### src/rtl/hazard_controller.sv
// ---------------------------------------------------------------------------
// hazard_controller
//
// Pipeline sequencer for the five-stage core. Produces the hold (stall) and
// clear (flush) controls for the fetch/decode/execute/memory stage registers,
// the operand forwarding selects for the execute stage, and runs the
// cache-miss state machine that freezes the pipeline while the single refill
// port serves either the instruction cache or the data cache.
//
// Parameters
//   CNT_WIDTH   width of the saturating stall-cycle performance counter
//   REG_ADDR_W  register address width
//
// Ports
//   i_clk                       clock, rising edge
//   i_arst                      asynchronous active-low reset
//   i_rs1_addr_d, i_rs2_addr_d  source registers of the instruction in decode
//   i_rs1_addr_e, i_rs2_addr_e  source registers of the instruction in execute
//   i_rd_addr_e, i_load_instr_e destination / load flag, execute stage
//   i_rd_addr_m, i_reg_we_m     destination / write enable, memory stage
//   i_rd_addr_w, i_reg_we_w     destination / write enable, writeback stage
//   i_branch_taken_e            redirect resolved in execute
//   i_icache_miss, i_dcache_miss  level-sensitive miss indications
//   i_mem_ack                   single-cycle refill-complete pulse
//   o_stall_*                   hold the corresponding stage register
//   o_flush_decode/exec         clear the stage register (bubble)
//   o_forward_rs1/rs2           00 regfile, 01 writeback, 10 memory stage
//   o_mem_req, o_mem_sel        refill request; sel 0 = icache, 1 = dcache
//   o_stall_count               saturating count of fetch-stall cycles
// ---------------------------------------------------------------------------
module hazard_controller #(
    parameter int CNT_WIDTH  = 32,
    parameter int REG_ADDR_W = 5
) (
    input  logic                  i_clk,
    input  logic                  i_arst,
    input  logic [REG_ADDR_W-1:0] i_rs1_addr_d,
    input  logic [REG_ADDR_W-1:0] i_rs2_addr_d,
    input  logic [REG_ADDR_W-1:0] i_rs1_addr_e,
    input  logic [REG_ADDR_W-1:0] i_rs2_addr_e,
    input  logic [REG_ADDR_W-1:0] i_rd_addr_e,
    input  logic                  i_load_instr_e,
    input  logic [REG_ADDR_W-1:0] i_rd_addr_m,
    input  logic                  i_reg_we_m,
    input  logic [REG_ADDR_W-1:0] i_rd_addr_w,
    input  logic                  i_reg_we_w,
    input  logic                  i_branch_taken_e,
    input  logic                  i_icache_miss,
    input  logic                  i_dcache_miss,
    input  logic                  i_mem_ack,
    output logic                  o_stall_fetch,
    output logic                  o_stall_decode,
    output logic                  o_stall_exec,
    output logic                  o_stall_mem,
    output logic                  o_flush_decode,
    output logic                  o_flush_exec,
    output logic [1:0]            o_forward_rs1,
    output logic [1:0]            o_forward_rs2,
    output logic                  o_mem_req,
    output logic                  o_mem_sel,
    output logic [CNT_WIDTH-1:0]  o_stall_count
);

    typedef enum logic [1:0] {
        ST_RUN    = 2'd0,
        ST_I_MISS = 2'd1,
        ST_D_MISS = 2'd2
    } state_t;

    localparam logic [REG_ADDR_W-1:0] REG_ZERO = {REG_ADDR_W{1'b0}};
    localparam logic [CNT_WIDTH-1:0]  CNT_MAX  = {CNT_WIDTH{1'b1}};
    localparam logic [CNT_WIDTH-1:0]  CNT_ONE  = {{(CNT_WIDTH-1){1'b0}}, 1'b1};

    // A producer hits a consumer only when it writes a real register (x0 is
    // hard-wired to zero and must never be treated as a dependency).
    function automatic logic reg_hit(
        input logic [REG_ADDR_W-1:0] rd,
        input logic                  we,
        input logic [REG_ADDR_W-1:0] rs
    );
        return we && (rd != REG_ZERO) && (rd == rs);
    endfunction

    // Forward select for one source operand; the memory stage holds the
    // younger result, so it wins over writeback.
    function automatic logic [1:0] fwd_select(
        input logic [REG_ADDR_W-1:0] rs,
        input logic [REG_ADDR_W-1:0] rd_m,
        input logic                  we_m,
        input logic [REG_ADDR_W-1:0] rd_w,
        input logic                  we_w
    );
        logic [1:0] sel;
        if (reg_hit(rd_m, we_m, rs)) begin
            sel = 2'b10;
        end else if (reg_hit(rd_w, we_w, rs)) begin
            sel = 2'b01;
        end else begin
            sel = 2'b00;
        end
        return sel;
    endfunction

    state_t               state_r;
    state_t               state_next_s;
    logic                 mem_req_r;
    logic                 mem_sel_r;
    logic                 mem_req_next_s;
    logic                 mem_sel_next_s;
    logic                 load_use_s;
    logic [CNT_WIDTH-1:0] stall_count_r;

    // Load in execute whose result is needed by the instruction in decode.
    always_comb begin
        load_use_s = reg_hit(i_rd_addr_e, i_load_instr_e, i_rs1_addr_d) ||
                     reg_hit(i_rd_addr_e, i_load_instr_e, i_rs2_addr_d);
    end

    // Miss state register.
    always_ff @(posedge i_clk or negedge i_arst) begin
        if (!i_arst) begin
            state_r <= ST_RUN;
        end else begin
            state_r <= state_next_s;
        end
    end

    // Miss next-state logic: the data miss belongs to the older instruction
    // and wins; an instruction miss on a redirected (wrong-path) fetch is
    // dropped. Acks arriving in RUN have no effect.
    always_comb begin
        state_next_s = state_r;
        case (state_r)
            ST_RUN: begin
                if (i_dcache_miss) begin
                    state_next_s = ST_D_MISS;
                end else if (i_icache_miss && !i_branch_taken_e) begin
                    state_next_s = ST_I_MISS;
                end else begin
                    state_next_s = ST_RUN;
                end
            end
            ST_I_MISS, ST_D_MISS: begin
                if (i_mem_ack) begin
                    state_next_s = ST_RUN;
                end else begin
                    state_next_s = state_r;
                end
            end
            default: begin
                state_next_s = ST_RUN;
            end
        endcase
    end

    // Stage control outputs. While refilling, everything holds and nothing
    // is flushed so a pending redirect stays frozen in execute. In RUN a
    // taken branch discards the younger instructions, which makes any
    // load-use stall on them pointless, so the flush overrides the stall.
    always_comb begin
        o_stall_fetch  = 1'b0;
        o_stall_decode = 1'b0;
        o_stall_exec   = 1'b0;
        o_stall_mem    = 1'b0;
        o_flush_decode = 1'b0;
        o_flush_exec   = 1'b0;
        case (state_r)
            ST_RUN: begin
                if (i_branch_taken_e) begin
                    o_flush_decode = 1'b1;
                    o_flush_exec   = 1'b1;
                end else if (load_use_s) begin
                    o_stall_fetch  = 1'b1;
                    o_stall_decode = 1'b1;
                    o_flush_exec   = 1'b1;
                end else begin
                    o_flush_exec   = 1'b0;
                end
            end
            ST_I_MISS, ST_D_MISS: begin
                o_stall_fetch  = 1'b1;
                o_stall_decode = 1'b1;
                o_stall_exec   = 1'b1;
                o_stall_mem    = 1'b1;
            end
            default: begin
                o_stall_fetch  = 1'b0;
            end
        endcase
    end

    // Refill request decode from the next state so the request flops line
    // up with the state register (request visible the cycle after the miss).
    always_comb begin
        mem_req_next_s = 1'b0;
        mem_sel_next_s = 1'b0;
        case (state_next_s)
            ST_I_MISS: begin
                mem_req_next_s = 1'b1;
                mem_sel_next_s = 1'b0;
            end
            ST_D_MISS: begin
                mem_req_next_s = 1'b1;
                mem_sel_next_s = 1'b1;
            end
            default: begin
                mem_req_next_s = 1'b0;
                mem_sel_next_s = 1'b0;
            end
        endcase
    end

    // Refill request registers; cleared asynchronously so a reset drops the
    // request mid-refill without waiting for a clock.
    always_ff @(posedge i_clk or negedge i_arst) begin
        if (!i_arst) begin
            mem_req_r <= 1'b0;
            mem_sel_r <= 1'b0;
        end else begin
            mem_req_r <= mem_req_next_s;
            mem_sel_r <= mem_sel_next_s;
        end
    end

    // Saturating count of cycles in which fetch is held.
    always_ff @(posedge i_clk or negedge i_arst) begin
        if (!i_arst) begin
            stall_count_r <= {CNT_WIDTH{1'b0}};
        end else if (o_stall_fetch && (stall_count_r != CNT_MAX)) begin
            stall_count_r <= stall_count_r + CNT_ONE;
        end else begin
            stall_count_r <= stall_count_r;
        end
    end

    // Operand forwarding is purely combinational on the execute operands.
    always_comb begin
        o_forward_rs1 = fwd_select(i_rs1_addr_e, i_rd_addr_m, i_reg_we_m,
                                   i_rd_addr_w, i_reg_we_w);
        o_forward_rs2 = fwd_select(i_rs2_addr_e, i_rd_addr_m, i_reg_we_m,
                                   i_rd_addr_w, i_reg_we_w);
    end

    assign o_mem_req     = mem_req_r;
    assign o_mem_sel     = mem_sel_r;
    assign o_stall_count = stall_count_r;

endmodule

### config.mk
export PLATFORM = sky130hd
export DESIGN_NAME = hazard_controller
export DESIGN_NICKNAME = d
export VERILOG_FILES = /design/src/rtl/hazard_controller.sv
export SDC_FILE = /design/constraint.sdc
export NUM_CORES = 1
export LEC_CHECK = 0
export CORE_ASPECT_RATIO = 1.1
export CORE_UTILIZATION = 40
export DETAILED_ROUTE_END_ITERATION = 16
export GPL_TIMING_DRIVEN = 0
export MAX_ROUTING_LAYER = met4
export PLACE_DENSITY = 0.77
export SLEW_MARGIN = 20
export SYNTH_ARGS = -nofsm -noshare
export SYNTH_HDL_FRONTEND = slang
export SYNTH_SLANG_ARGS = --single-unit
### constraint.sdc
create_clock -name i_clk -period 2.9 [get_ports i_clk]
set_clock_uncertainty 0.2 [all_clocks]
set_input_delay 0.725 -clock i_clk [delete_from_list [all_inputs] [get_ports i_clk]]
set_output_delay 0.725 -clock i_clk [all_outputs]
set_load 0.02 [all_outputs]
Figure 1. Routed clock nets over the placement (run 1).
Drawn at 6 px/µm.
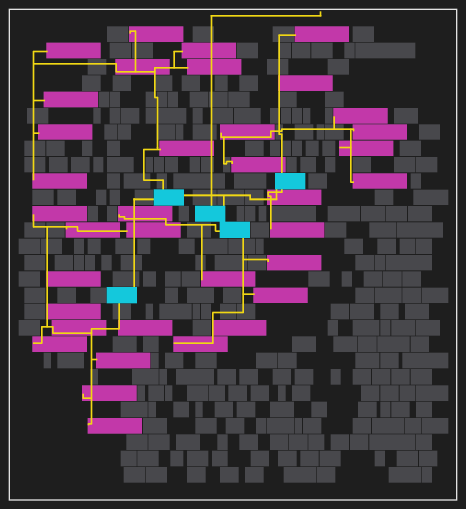
Key: yellow = clock wires [length 440 µm]; cyan = cells driving clock nets [count 5]; magenta = flip-flops [count 36]
There are 6 routed clock nets.

Figure 2. Placed cells, one color a class (run 1).
Drawn at 4 px/µm. Fill, decap, tap and diode cells in gray.
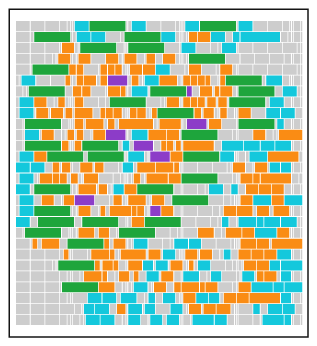
Key: purple = clock drivers and dummy loads [cells 8, share of their area 2.7%]; cyan = other buffers and delay cells [cells 101, share of their area 29%]; orange = all other logic [cells 179, share of their area 42%]; green = flops [cells 36, share of their area 26%]
Finished Cell Area: 3530 µm²
placeable core area: 5470 µm²
sequential fraction of total cell area: 25.5%

Figure 3. Clock nets (run 1).
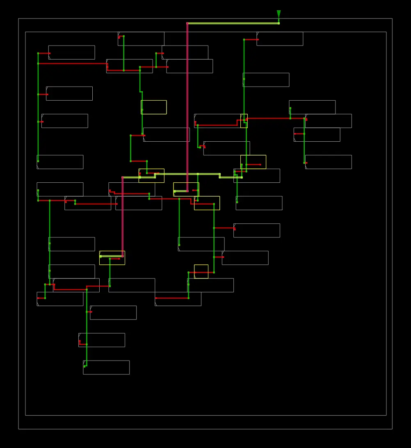
sequential cells: 36
TritonCTS Buffers: 5
total number of clock tree sinks: 36

-- run 1: cell type report --
class	count	area, µm²	share of cell area [%]
clock inverter	1	7.51	0.212
multi-input combinational	172	1430	40.5
buffer	6	57.6	1.63
clock buffer	7	86.3	2.44
timing repair buffer	95	926	26.2
sequential	36	901	25.5
inverter	7	31.3	0.885
tap	75	93.8	2.66
-- run 1: final timing paths --
kind / startpoint / end / slack, ns / cells past startpoint
worst max register to register: o_stall_count[2] / o_stall_count[27] / 0.39 / 6
min in group i_clk: o_stall_count[16] / o_stall_count[16] / 0.29 / 1
worst min-delay path: i_arst / o_stall_count[25] / 0.13 / 1
worst min register to register: o_stall_count[16] / o_stall_count[16] / 0.29 / 1
worst max-delay path: i_rd_addr_e[3] / o_stall_fetch / -0.11 / 8
max in group asynchronous: i_arst / o_stall_count[13] / 1.94 / 2
==> results.txt, run 1 <==
Results of the full flow below.

Global route:
- The run puts the fraction of met2 tracks used by global routing at 37.1%.
- The run gives the pin count of the biggest net entering global routing as 25.
- The run gives the global-route usage over all layers as 20.5%.

Synth:
- Per the synthesis report, the dominant area consumer among library cells is dfrtp_1.
- The run gives the fraction of the mapped netlist area in compound gates as 2.39%.
- The run gives the number of different library cells in the post-synthesis netlist as 35.
- Counting every net in the synthesized netlist gives 270.
- Dividing the synthesized area by the synthesized cell count gives 10.4 µm².
- The run puts the top-area cell type share of the netlist area at 39.2%.
- Of the post-synthesis cell area, the part taken by muxes is 0.489%.
- In this run, the synthesized area fraction spent on xor and xnor cells is recorded as 23.2%.

Floorplanning:
- From bottom edge to top edge, the die measures 81.5 µm.
- The run gives the number of placement rows as 28.

STA:
- The run gives the final setup TNS as -0.223 ns.
- The run puts the count of final max-slew check failures at 0.
- The final timing report counts setup violations totalling 4.
- The worst path uses 104% of the clock period.
- After layout, the worst setup slack is -0.111 ns.
- The run puts the final tally of hold violations at 0.
- Per the slew report, the remaining headroom to the max-slew limit stands at 50.7%.

Flow run:
- The run puts the number of OpenROAD warnings at 30.

Clocking:
- The run puts the buffer depth of the longest clock path at 2.
- The run gives the hold buffer count at CTS as 0.
- The tree is rooted in a clkbuf_8.

Worst setup path:
- The most numerous cell type found on the critical path is buf_6.
- The run puts the largest fanout on the critical path at 3.
- The run puts the required time of the critical path at 1.98 ns.

Power:
- The group that draws the most power in this run is combinational cells.
- The run gives the clock network power share as 19.4%.
- In this run, power in the clock network comes to 0.367 mW.
- The run puts the final total power at 1.90 mW.
- The run gives the combinational power as 0.830 mW.
- The run puts the cell internal power dissipation at 1.18 mW.
- The run gives the net switching power as 0.711 mW.

Status:
- The final reports fail on setup timing.
- The run finished, with violations left.

Layout:
- Relative to the synthesized area, the layout overhead comes to 53.6%.

Placement:
- The run gives the cell area after placement as 3320 µm².
- The detailed placer reported the number of placed instances as 385.
==> run 2: changes to the inputs <==
ABC_CLOCK_PERIOD_IN_PS = 3800   (was default)
CELL_PAD_IN_SITES_DETAIL_PLACEMENT = 0   (was default)
CELL_PAD_IN_SITES_GLOBAL_PLACEMENT = 1   (was default)
CORE_UTILIZATION = 36   (was 40)
PLACE_DENSITY = default   (was 0.77)
PLACE_DENSITY_LB_ADDON = 0.1   (was default)
clock period = 3.8 ns   (was 2.9 ns; I/O delays follow)
Figure 4. Clock nets (run 2).
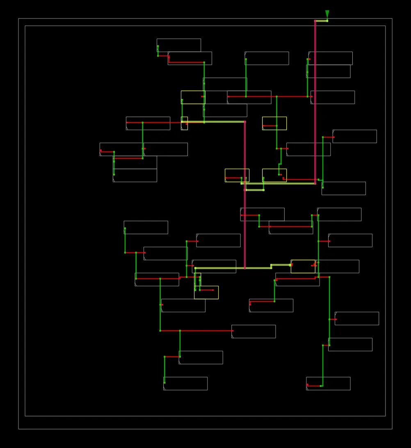
source-to-sink clock delay at the later pin of the worst-skew pair: 0.28 ns
total of clock buffers placed in the layout: 8

Figure 5. Placed cells, one color a class (run 2).
Drawn at 4 px/µm. Fill, decap, tap and diode cells in gray.
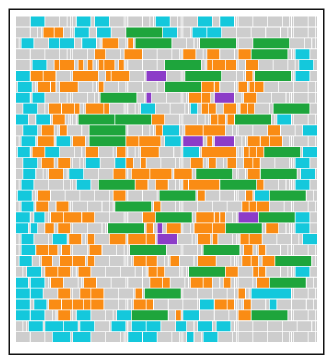
Key: orange = all other logic [cells 179, share of their area 42%]; purple = clock drivers and dummy loads [cells 8, share of their area 2.7%]; green = flops [cells 36, share of their area 27%]; cyan = other buffers and delay cells [cells 95, share of their area 28%]
placeable core area: 6160 µm²
Placement Rows: 30

==> run 2 against run 1 <==
The run now ends clean. Wire length fell by 11%. Non-clock buffer count decreased by 6. Area after synthesis unchanged. Core utilization is 9.4 points lower. Final area is 3.7% lower. Sequential power decreased by 24%. Synthesized cell count did not move. Final cell count decreased by 0.25%. Combinational power is 28% lower. Critical path type unchanged. Largest power group unchanged. Highest routed layer unchanged.
==> results.txt, run 2 <==
Results of the full flow below.

Status:
- The run finished with clean final reports.

Synth:
- Of all cell types, the one taking the most synthesized area is dfrtp_1.
- The run gives the net count after synthesis as 270.
- The run puts the number of different library cells in the post-synthesis netlist at 35.
- The run gives the average cell area after synthesis as 10.4 µm².
- The run gives the area of the synthesized netlist per yosys stat as 2300 µm².

Layout:
- The run puts the final cell area excluding filler cells at 3400 µm².
- The area taken by multi-input combinational cells is reported as 1350 µm².
- The run puts the sequential cell area at 901 µm².

Placement:
- The run puts the cell count after placement at 390.
- The run gives the cell area after placement as 3290 µm².
- The run puts the worst setup slack before clock tree synthesis at -0.830 ns.
- After legalization and detailed placement, the total HPWL measured 4310 µm.
- The run gives the number of buffer cells added on primary ports as 87.

Power:
- Of the total power, the clock network draws 19.6%.
- The run puts the final total power at 1.40 mW.
- The flow reports power dissipated in the clock network as 0.276 mW.
- The power report puts the net switching power at 0.521 mW.
- For the combinational group, total power comes out at 0.596 mW.
- The group that draws the most power in this run is combinational cells.

Clocking:
- Counting every sink on the clock net gives 36.
- The run puts the hold buffer count at CTS at 0.
- The run gives the buffer depth of the longest clock path as 2.
- The run gives the CTS buffer count as 5.

Worst setup path:
- Looking at the reg2reg group, the worst path starts from state_r[1].
- The run gives the required time of the critical path as 2.65 ns.
- The run puts the largest fanout on the critical path at 3.
- The run puts the delay contributed by the slowest stage of the critical path at 0.55 ns.
- The critical path starts at i_rd_addr_m[0].

STA:
- The run gives the final setup TNS as 0 ns.
- For the finished layout, the period the worst path requires is 3.73 ns.
- Once routing completed, OpenROAD measured the worst setup slack at 0.0711 ns.
- The run puts the relative slew slack at 51.4%.
- The run puts the final tally of hold violations at 0.
- The run puts the period utilization at 98.1%.
- The run gives the count of final max-slew check failures as 0.

Global route:
- The number of antenna violations at the first check in global routing is 0.
- The run puts the global-route usage over all layers at 17.5%.
- The run gives the pin count of the biggest net entering global routing as 20.
- The layer flagged by global routing as most heavily used is met2.
- met2 track demand over resource after global routing is 30.3%.

Floorplanning:
- The run gives the height of the die as 85.9 µm.
- The run gives the share of the core filled by cells before placement as 37.4%.

Flow run:
- The run gives the number of OpenROAD warnings as 28.

Hold path:
- Per the hold report, the tightest min-delay path originates at o_stall_count[27].

Route:
- The run puts the wire length after detailed routing at 5430 µm.
Figure 6. Cell area per tile (run 2).
Drawn at 3 px/µm. 8 x 9 tiles, from black (low) to pale yellow (high), 0 to 100% covered.
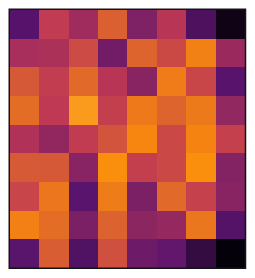
4.2% of the tiles are over 75% full. The emptiest ninth of the die: bottom right. The mean over all tiles is 49%. 1.4% of the tiles are nearly empty.

[run 2: cells by family after synthesis]
kind of cell	synth area share, %
buf+inv	3.70
flops	39.2
compound gates	2.39
mux	0.489
xor+xnor	23.2
fa+ha+maj	2.18
simple gates	28.9
[run 2: final timing paths]
check,slack [ns],depth (start not counted),endpoint
min in group asynchronous,0.41,1,o_stall_count[15]
setup / recovery,0.07,5,o_forward_rs1[1]
hold reg to reg,0.29,1,o_stall_count[27]
hold / removal,0.29,1,o_stall_count[27]
max in group asynchronous,2.54,2,o_stall_count[25]
setup reg to reg,1.26,8,o_stall_count[8]
[run 2: cell type report]
class | instances | area share, %
well taps | 80 | 2.94
plain buffers | 6 | 1.58
inverters | 7 | 0.772
repair buffers | 89 | 25.9
flip-flops and latches | 36 | 26.5
multi-input cells | 172 | 39.7
clock buffers | 8 | 2.65
Power is estimated from default activity; no workload was simulated.
